$ cat src/rtl/coin_feeder.sv
// Coin-interface driver: splits a requested amount into i/j coin strobes for the
// vending machine and counts its x (vend) / y (change) responses per request.
module coin_feeder #(
    parameter int unsigned AMT_W        = 5,
    parameter int unsigned GAP_CYCLES   = 1,
    parameter int unsigned DRAIN_CYCLES = 2,
    parameter int unsigned CNT_W        = 4
) (
    input  logic             clk,
    input  logic             rst,
    input  logic             req_valid,
    input  logic [AMT_W-1:0] req_amount,
    input  logic             req_prefer_two,
    output logic             req_ready,
    output logic             i,
    output logic             j,
    input  logic             x,
    input  logic             y,
    output logic             done,
    output logic [CNT_W-1:0] vend_cnt,
    output logic [CNT_W-1:0] change_cnt,
    output logic [CNT_W-1:0] coin_cnt
);

    localparam int unsigned WAIT_MAX = (GAP_CYCLES > DRAIN_CYCLES) ? GAP_CYCLES : DRAIN_CYCLES;
    localparam int unsigned WAIT_W   = $clog2(WAIT_MAX + 1);

    typedef enum logic [2:0] {
        IDLE,
        COIN,
        GAP,
        DRAIN,
        DONE
    } state_t;

    state_t             r_state;
    logic               r_i;
    logic               r_j;
    logic               r_done;
    logic               r_prefer;
    logic [AMT_W-1:0]   r_rem;
    logic [WAIT_W-1:0]  r_wait;
    logic [CNT_W-1:0]   r_vend;
    logic [CNT_W-1:0]   r_change;
    logic [CNT_W-1:0]   r_coin;
    logic               w_sampling;

    function automatic logic [CNT_W-1:0] sat_inc(input logic [CNT_W-1:0] v);
        return (v == '1) ? v : v + 1'b1;
    endfunction

    assign w_sampling = (r_state == COIN) || (r_state == GAP) || (r_state == DRAIN);

    // i/j are set on the edge that enters COIN so the strobe lines up with that state.
    always_ff @(posedge clk) begin
        if (rst) begin
            r_state  <= IDLE;
            r_i      <= 1'b0;
            r_j      <= 1'b0;
            r_done   <= 1'b0;
            r_prefer <= 1'b0;
            r_rem    <= '0;
            r_wait   <= '0;
            r_vend   <= '0;
            r_change <= '0;
            r_coin   <= '0;
        end else begin
            r_done <= 1'b0;
            if (w_sampling) begin
                if (x) r_vend   <= sat_inc(r_vend);
                if (y) r_change <= sat_inc(r_change);
            end
            case (r_state)
                IDLE: begin
                    if (req_valid) begin
                        r_rem    <= req_amount;
                        r_prefer <= req_prefer_two;
                        r_vend   <= '0;
                        r_change <= '0;
                        r_coin   <= '0;
                        if (req_amount == '0) begin
                            r_state <= DONE;
                            r_done  <= 1'b1;
                        end else begin
                            r_state <= COIN;
                            r_i     <= 1'b1;
                            r_j     <= req_prefer_two && (req_amount >= AMT_W'(2));
                        end
                    end
                end
                COIN: begin
                    r_rem   <= r_rem - (r_j ? AMT_W'(2) : AMT_W'(1));
                    r_coin  <= sat_inc(r_coin);
                    r_i     <= 1'b0;
                    r_j     <= 1'b0;
                    r_wait  <= WAIT_W'(GAP_CYCLES);
                    r_state <= GAP;
                end
                GAP: begin
                    if (r_wait == WAIT_W'(1)) begin
                        if (r_rem != '0) begin
                            r_state <= COIN;
                            r_i     <= 1'b1;
                            r_j     <= r_prefer && (r_rem >= AMT_W'(2));
                        end else if (DRAIN_CYCLES == 0) begin
                            r_state <= DONE;
                            r_done  <= 1'b1;
                        end else begin
                            r_state <= DRAIN;
                            r_wait  <= WAIT_W'(DRAIN_CYCLES);
                        end
                    end else begin
                        r_wait <= r_wait - 1'b1;
                    end
                end
                DRAIN: begin
                    if (r_wait == WAIT_W'(1)) begin
                        r_state <= DONE;
                        r_done  <= 1'b1;
                    end else begin
                        r_wait <= r_wait - 1'b1;
                    end
                end
                DONE: begin
                    r_state <= IDLE;
                end
                default: begin
                    r_state <= IDLE;
                    r_i     <= 1'b0;
                    r_j     <= 1'b0;
                end
            endcase
        end
    end

    assign req_ready  = (r_state == IDLE);
    assign i          = r_i;
    assign j          = r_j;
    assign done       = r_done;
    assign vend_cnt   = r_vend;
    assign change_cnt = r_change;
    assign coin_cnt   = r_coin;

endmodule
$ cat config.mk
export PLATFORM = sky130hd
export DESIGN_NAME = coin_feeder
export DESIGN_NICKNAME = d
export VERILOG_FILES = /design/src/rtl/coin_feeder.sv
export SDC_FILE = /design/constraint.sdc
export NUM_CORES = 1
export LEC_CHECK = 0
export ABC_AREA = 1
export CORE_ASPECT_RATIO = 1.5
export CORE_MARGIN = 2
export CORE_UTILIZATION = 54
export CTS_BUF_LIST = sky130_fd_sc_hd__clkbuf_2 sky130_fd_sc_hd__clkbuf_4 sky130_fd_sc_hd__clkbuf_8
export DETAILED_ROUTE_END_ITERATION = 8
export GPL_TIMING_DRIVEN = 0
export PLACE_DENSITY = 0.82
export SETUP_SLACK_MARGIN = 0.05
export SLEW_MARGIN = 20
export SYNTH_ARGS = -nofsm -noshare
export SYNTH_HDL_FRONTEND = slang
export SYNTH_SLANG_ARGS = --single-unit
$ cat constraint.sdc
create_clock -name clk -period 2.2 [get_ports clk]
set_input_delay 0.44 -clock clk [delete_from_list [all_inputs] [get_ports clk]]
set_output_delay 0.44 -clock clk [all_outputs]
set_load 0.01 [all_outputs]
### Clock network drawn from the DEF, run 1

Scale: 8 px per um.
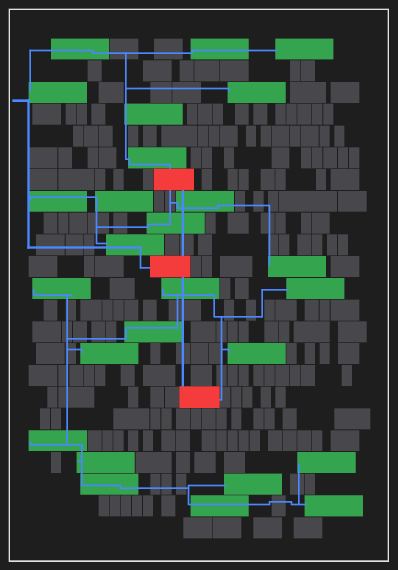
- blue: clock wires (length 333 um)
- red: cells driving clock nets (count 3)
- green: flip-flops (count 26)
- flops lie: widely spread
clock group total power: 276 uW
Clock power frac: 12.5%
Fin Clk Skew: 0.00638 ns
Clk Latency, worst-skew pair: 0.28 ns

### The metal 2 layer, run 1

Scale: 6 px per um. Cells faint in the background.
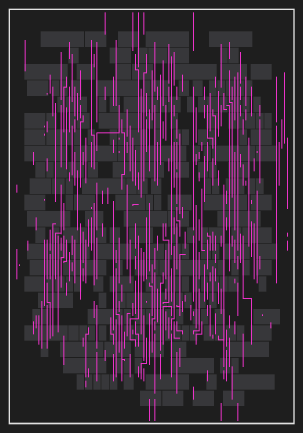
- nets with wire on the layer: 227
- longest straight run: 33.0 um
- share of all routed wire: 53%
- main direction: vertical
vias: 1515
final wirelength: 3.41 mm
met2 Usage GRT: 44.3%

==> Changelog: implementation, run 1 <==
### Metrics

* Area delta synth->final at 23.2%
* Average wire per standard cell at 11.7 um
* Leakage power at 0.000820 uW
* RSZ-0062 raised after global routing: false
* Nets@finish at about 280
* Dpl ws at between 0.3 and 0.4 ns
* DP HPWL at 2.63 mm
* Post-CTS Hold Buffers at 0
* Initial antenna violation count at 0
* Crit path DAT at 1.97 ns
* Clock tree buffer depth at 2
* Std-Cell Core Area at 0.00268 mm^2
* Init Core Util at 56.5%
* Sequential share of power at roughly a third
* Iter 0 DRT Violations at 41
* Yosys Chip Area at 0.00151 mm^2
* Status: finished, final reports clean
* Final Hold Viols at 0
* Crit end category: register
* Syn_area_per_cell at 6.69 um^2
* Post-CTS Setup Inserts at 0
* #FFs+latches synth at 26
* TritonCTS clock tree: done
* I/O pins at 27
* Highest ir drop seen on vdd at 0.000590 V
* Vias per cell at about 5.2
* Die ar. at 0.00325 mm^2
* CTS H-tree depth at 1
* TritonRoute pass-1 iters at 4
* HP Class: register to register
* Largest net degree at the start of global routing at 14
* Top Layout Cells: nand2_1 (50), nor2_1 (32), inv_1 (30)
* # Cells Yosys at 226
* Remaining DRCs at 0
* Most frequent CP cell: inv_1
* Global-route wire length before repair at between 5 and 6 mm
* Netlist Area Pre-Place at 0.00151 mm^2
* Slew Limit Fails at 0
* Vias in the first global route at 1402
* Final worst setup slack at 0.396 ns
* Final worst path period share at 82.0%
* Crit-path max FO at 4
* Routability Congestion at approximately 0.84
* PD cells at 1190 mW/mm^2
* Reg-to-reg setup timing slack at approximately 0.40 ns
* Setup_tns at 0 ns
* Syn nets at 245
* Antenna Nets Post-Route at 0
* # rows at 23
* Netlist cell types at 25
* FMAX at approximately 0.55 GHz
* Synthesis Warnings at 0
* Worst slew margin at 67.0%
* Crit-path max cell delay at between 0.4 and 0.5 ns
* # clock sinks at 26
* Switch share at 45.3%
* Worst Tran Pin Value at 0.494 ns
* Log Warnings at 27
* Worst EP required at 2.37 ns
* Setup Crit Path Kind: register to register
* Share of layout cells above drive strength 1 at 6.27%
* CTS resizes at 0
* Switch Pwr at 1000 uW
* Internal at around 1200 uW
* Critical Path Source Type: register
* Critical-path top delay cell: dfxtp_1
* Tmin final at 1.80 ns
* Root Driver: clkbuf_8
* Clk pin slew, worst setup/hold paths at approximately 0.090 ns
* GR Util All Layers at between 20% and 30%
* Part of the power in combinational logic at 54.4%
* CP Cell Sequence: inv_1 -> ha_1 -> fa_1 -> inv_1 -> nor2_1 -> o21ai_0 -> nand3_1 -> o211ai_1 -> inv_1
* Congestion Overflow GR at 0
* Top cell excl fill/tap: nand2_1
* Cells after Synth at 226
* Cts bufs inserted at 3
* Register share after synthesis at 34.4%
* Final setup fails at 0
* Antenna diodes at 0
* Max_cap viols at 0
### I/O pins on the die edge, run 1

Scale: 4 px per um. Pins as bars across the die edge, other pins in grey.
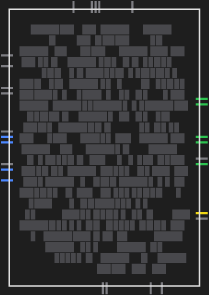
- yellow: req_ready (pins 1; direction output; edge east)
- blue: vend_cnt (pins 4; direction output; edge west)
- green: req_amount (pins 5; direction input; edge east)
- all pins by edge: 10 west, 8 east, 5 north, 4 south
Die H: 68.8 um
Die Width: 47.2 um
Port Buffers: 26

[run 1: Yosys cell counts]
cell | count | area share [%]
a21oi_1 | 14 | 4.6
or2_0 | 1 | 0.41
buf_2 | 2 | 0.66
fa_1 | 1 | 1.3
o21ai_0 | 11 | 3.6
nor3_1 | 4 | 1.3
clkbuf_1 | 1 | 0.25
ha_1 | 7 | 5.8
nand4_1 | 3 | 1.2
dfxtp_1 | 26 | 34
nor2_4 | 3 | 2.2
inv_1 | 30 | 7.5
nand3_1 | 20 | 6.6
o21bai_1 | 1 | 0.50
a211oi_1 | 5 | 2.5
o21a_1 | 1 | 0.50
nand3b_1 | 1 | 0.50
o21ai_2 | 1 | 0.58
xor2_1 | 3 | 1.7
nand2_1 | 50 | 12
o211ai_1 | 1 | 0.50
nand2_2 | 4 | 1.7
inv_2 | 3 | 0.74
nor2_1 | 32 | 7.9
o22ai_1 | 1 | 0.41
[run 1: power by group through the flow]
stage	registers, uW	logic [uW]	clock network, uW
3_5_place_dp	740	1210	0
5_1_grt	748	1380	295
4_1_cts	730	1210	276
2_1_floorplan	743	838	0
3_3_place_gp	737	1180	0
6_report	731	1200	276
[run 1: final cells by class]
cell class	instances	area, um^2
fill	237	815
sequential	26	520
tap	37	46.3
clock buffer	3	41.3
timing repair buffer	26	263
buffer	3	13.8
multi-input combinational	164	853
inverter	33	124
[run 1: layer usage]
layer	share of wire, %	track usage (%)	wire length, um	up-vias
met1	43	23.8	1450	694
met4	1.8	8.68	62	0
met2	53	44.3	1810	27
met5	0	0	0	-
met3	2.7	2.86	91	7
li1	-	-	-	787
[run 1: worst max-delay path: cells and delay by family, from the launching register on]
kind / cells / cell delay, ns
compound gates: 2 / 0.24
fa+ha+maj: 2 / 0.66
buf+inv: 3 / 0.25
flops: 1 / 0.43
simple gates: 2 / 0.12
[run 1: final timing paths]
check	from	endpoint	cells past startpoint
hold reg to reg	r_prefer	r_prefer	2
hold / removal	r_prefer	r_prefer	2
setup / recovery	j	r_rem[2]	9
setup reg to reg	j	r_rem[2]	9
[run 1: state kept, by name, indices dropped and copies added (netlist names)]
name and flops:
change_cnt 4, j 1, r_state 3, r_prefer 1, vend_cnt 4, done 1, r_wait 2, r_rem 5
coin_cnt 4, i 1
[run 1: cell families (layout without fill, tap and decap cells)]
kind of cell	count (synthesis)	count (layout)	share of synthesized area, %
and+or+nand+nor	118	118	34.4
buffers and inverters	36	65	9.11
DFF	26	26	34.4
xor gates and xnor gates	3	3	1.74
adders and majority gates	8	8	7.12
AOI/OAI and AO/OA	35	35	13.2
[run 1: through the flow]
step	instance area, um^2	total power, uW	hold slack, ns	utilization (%)	instances
global placement	1820	1910	0.444	67.9	289
CTS	1860	2220	0.471	69.5	292
finish	1860	2210	0.470	69.6	292
global route	1860	2420	0.495	69.6	292
floorplan	1510	1580	0.419	-	226
detailed placement	1820	1950	0.458	67.9	289
### Clock wiring as the flow saved it, run 1

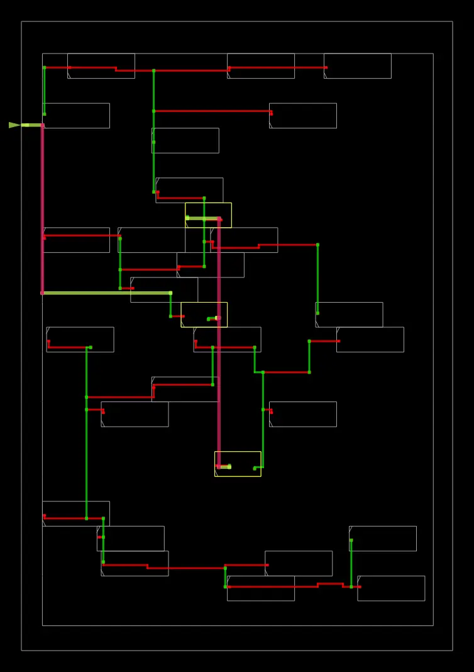

==> inputs of run 2 (changes only) <==
Settings changed: CORE_UTILIZATION 54 to 49, PLACE_DENSITY 0.82 to 0.78.
Clock period 2.2 ns to 1.5 ns, I/O delays scaled along.
### Clock wiring as the flow saved it, run 2

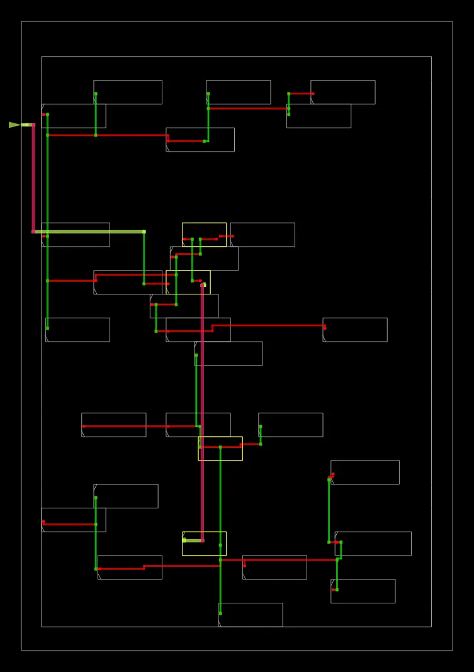
cts bufs inserted: 3
layout clock buffer count: 4
flop count: 26
# clock sinks: 26
clock group total power: 457 uW

==> Changelog: implementation, run 2 <==
### Metrics

* Clk pin slew, worst setup/hold paths at 0.09 ns (about the same)
* TritonRoute pass-1 iters at 4 (unchanged)
* Leakage power at 0.000925 uW (was 0.000820 uW)
* Switch share at 44.4% (was 45.3%)
* Dominant cell by count in the synthesized netlist: nand2_1 (unchanged)
* Share of layout cells above drive strength 1 at 16.9% (was 6.27%)
* #FFs+latches synth at 26 (unchanged)
* Largest net degree at the start of global routing at 15 (was 14)
* Worst EP required at 1.67 ns (was 2.37 ns)
* Clock tree buffer depth at 2 (unchanged)
* Status: finished, final reports clean (unchanged)
* Global-route wire length before repair at 5.90 mm (was 5.46 mm)
* Congestion Overflow GR at 0 (unchanged)
* PD cells at 1780 mW/mm^2 (was 1190 mW/mm^2)
* RSZ-0062 raised after global routing: true (was false)
* Crit path DAT at 1.60 ns (was 1.97 ns)
* Routability Congestion at 0.817 (was 0.840)
* Hold Startpoint: coin_cnt[2] (was r_prefer)
* Vias in the first global route at 1435 (was 1402)
* Netlist cell types at 25 (unchanged)
* Vias at 1518 (was 1515)
* Reg2reg start: j (unchanged)
* Final instance area at 0.00196 mm^2 (was 0.00186 mm^2)
* Top-area cell share at 34.4% (unchanged)
* Post-route insts no fill at 300 (was 292)
* Max FFs per register at 5 (unchanged)
* Std-Cell Core Area at 0.00291 mm^2 (was 0.00268 mm^2)
* Top cell excl fill/tap: nand2_1 (unchanged)
* Largest cells by area: dfxtp_1 (34%), nand2_1 (12%), nor2_1 (7.9%) (unchanged)
* Post-synth EDFFs at 0 (unchanged)
* TritonCTS clock tree: done (unchanged)
* Area delta synth->final at 29.8% (was 23.2%)
* HP Class: register to register (unchanged)
* Log Warnings at 29 (was 27)
* Hold slack at 0.460 ns (was 0.470 ns)
* # rows at 24 (was 23)
* Part of the power in combinational logic at 55.7% (was 54.4%)
* Final Power at 3490 uW (was 2210 uW)
* I/O pins at 27 (unchanged)
* Synthesis Warnings at 0 (unchanged)
* Inst Count DP at 291 (was 289)
* Cell taking the most area after synthesis: dfxtp_1 (unchanged)
* Worst setup path start: j (unchanged)
* Initial antenna violation count at 0 (unchanged)
* Antenna diodes at 0 (unchanged)
* Die ar. at 0.00355 mm^2 (was 0.00325 mm^2)
* DP HPWL at 2.61 mm (was 2.63 mm)
* Slew Limit Fails at 0 (unchanged)
* Netlist Area Pre-Place at 0.00151 mm^2 (unchanged)
* Syn_area_per_cell at 6.69 um^2 (unchanged)
* Critical-path top delay cell: dfxtp_4 (was dfxtp_1)
* Clk Latency, worst-skew pair at 0.27 ns (was 0.28 ns)
* Highest ir drop seen on vdd at 0.00102 V (was 0.000590 V)
* Worst slew margin at 65.7% (was 67.0%)
* Cells after Synth at 226 (unchanged)
* Antenna Nets Post-Route at 0 (unchanged)
* Final worst path period share at 95.4% (was 82.0%)
* Switch Pwr at 1550 uW (was 1000 uW)
* Reg area at 534 um^2 (was 520 um^2)
* Nets@finish at 281 (was 276)
* Fin Clk Skew at 0.00310 ns (was 0.00638 ns)
* Critical Path Source Type: register (unchanged)
* Final Hold Viols at 0 (unchanged)
* GR Util All Layers at 20.9% (was 23.0%)
* Tmin final at 1.43 ns (was 1.80 ns)
* Final setup fails at 0 (unchanged)
* Setup Crit Path Kind: register to register (unchanged)
* Init Core Util at 51.9% (was 56.5%)
* Port Buffers at 26 (unchanged)
* Dominant Register Cell: dfxtp_1 (unchanged)
* Max_cap viols at 0 (unchanged)
* FMAX at 0.699 GHz (was 0.554 GHz)
* Synth cell count leaders: nand2_1 (50), nor2_1 (32), inv_1 (30), dfxtp_1 (26), nand3_1 (20) (unchanged)
* CP Cell Sequence: inv_4 -> ha_4 -> fa_2 -> inv_2 -> nor2_1 -> o21ai_1 -> nand3_1 -> o211ai_1 -> inv_1 (was inv_1 -> ha_1 -> fa_1 -> inv_1 -> nor2_1 -> o21ai_0 -> nand3_1 -> o211ai_1 -> inv_1)
* Crit-path max FO at 3 (was 4)
* FFs w/ async S/R, synth at 0% (unchanged)
* Top Layout Cells: nand2_1 (48), nor2_1 (29), inv_1 (26) (was nand2_1 (50), nor2_1 (32), inv_1 (30))
* Crit end category: register (unchanged)
### I/O pins on the die edge, run 2

Scale: 4 px per um. Pins as bars across the die edge, other pins in grey.
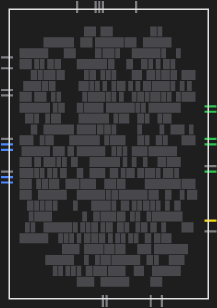
- yellow: req_ready (pins 1; direction output; edge east)
- blue: vend_cnt (pins 4; direction output; edge west)
- green: req_amount (pins 5; direction input; edge east)
- all pins by edge: 10 west, 8 east, 5 north, 4 south
Die Width: 49.3 um
Die H: 72.0 um

[run 2: what timing repair did]
action,CTS,global route
gates resized,32,12
pin swaps,5,2
gates cloned,0,0
setup buffers,4,1
endpoints found under the setup margin,18,17
[run 2: area by class of cell]
type	instances	share of cell area, %
plain buffers	3	1.15
clock buffers	4	2.81
inverters	33	6.44
multi-input cells	164	45.4
flip-flops and latches	26	27.2
well taps	39	2.49
repair buffers	31	14.5
[run 2: cells by family after synthesis]
family,synth area share [%]
adder cells (fa/ha/maj),7.12
XOR/XNOR,1.74
flip-flops,34.4
AND-OR/OR-AND,13.2
buffers and inverters,9.11
AND/OR/NAND/NOR,34.4
[run 2: power groups by stage]
stage          clock network, uW  registers, uW  logic (uW)
2_1_floorplan                  0           1100        1260
6_report                     457           1090        1940
3_3_place_gp                   0           1090        1770
5_1_grt                      492           1120        2240
4_1_cts                      470           1080        1870
3_5_place_dp                   0           1090        1810
[run 2: worst paths after layout]
kind            endpoint  slack [ns]  depth (start not counted)
max             r_rem[2]        0.07                          9
min          coin_cnt[2]        0.46                          1
max reg2reg     r_rem[2]        0.07                          9
min reg2reg  coin_cnt[2]        0.46                          1
[run 2: critical path: cells and delay by family, from the launching register on]
family / cells / cell delay [ns]
and+or+nand+nor: 2 / 0.11
adders and majority gates: 2 / 0.50
DFF: 1 / 0.38
AOI/OAI and AO/OA: 2 / 0.20
buffers and inverters: 3 / 0.14
[run 2: per-layer routing]
layer / GRT usage (%) / wire, um / up-vias
met4: 7.30 / 41 / 0
met5: 0 / 0 / -
li1: - / - / 799
met1: 22.8 / 1420 / 682
met3: 1.65 / 114 / 4
met2: 41.4 / 1860 / 33
[run 2: through the flow]
stage	util (%)	setup WS, ns
after detailed placement	63.1	-0.239
after global placement	63.1	-0.216
final	67.4	0.0686
after global routing	67.4	-0.0160
after floorplan	-	0.0552
after CTS	66.0	0.0235
Power figures rest on the tool's default switching activity, not on a simulated workload.
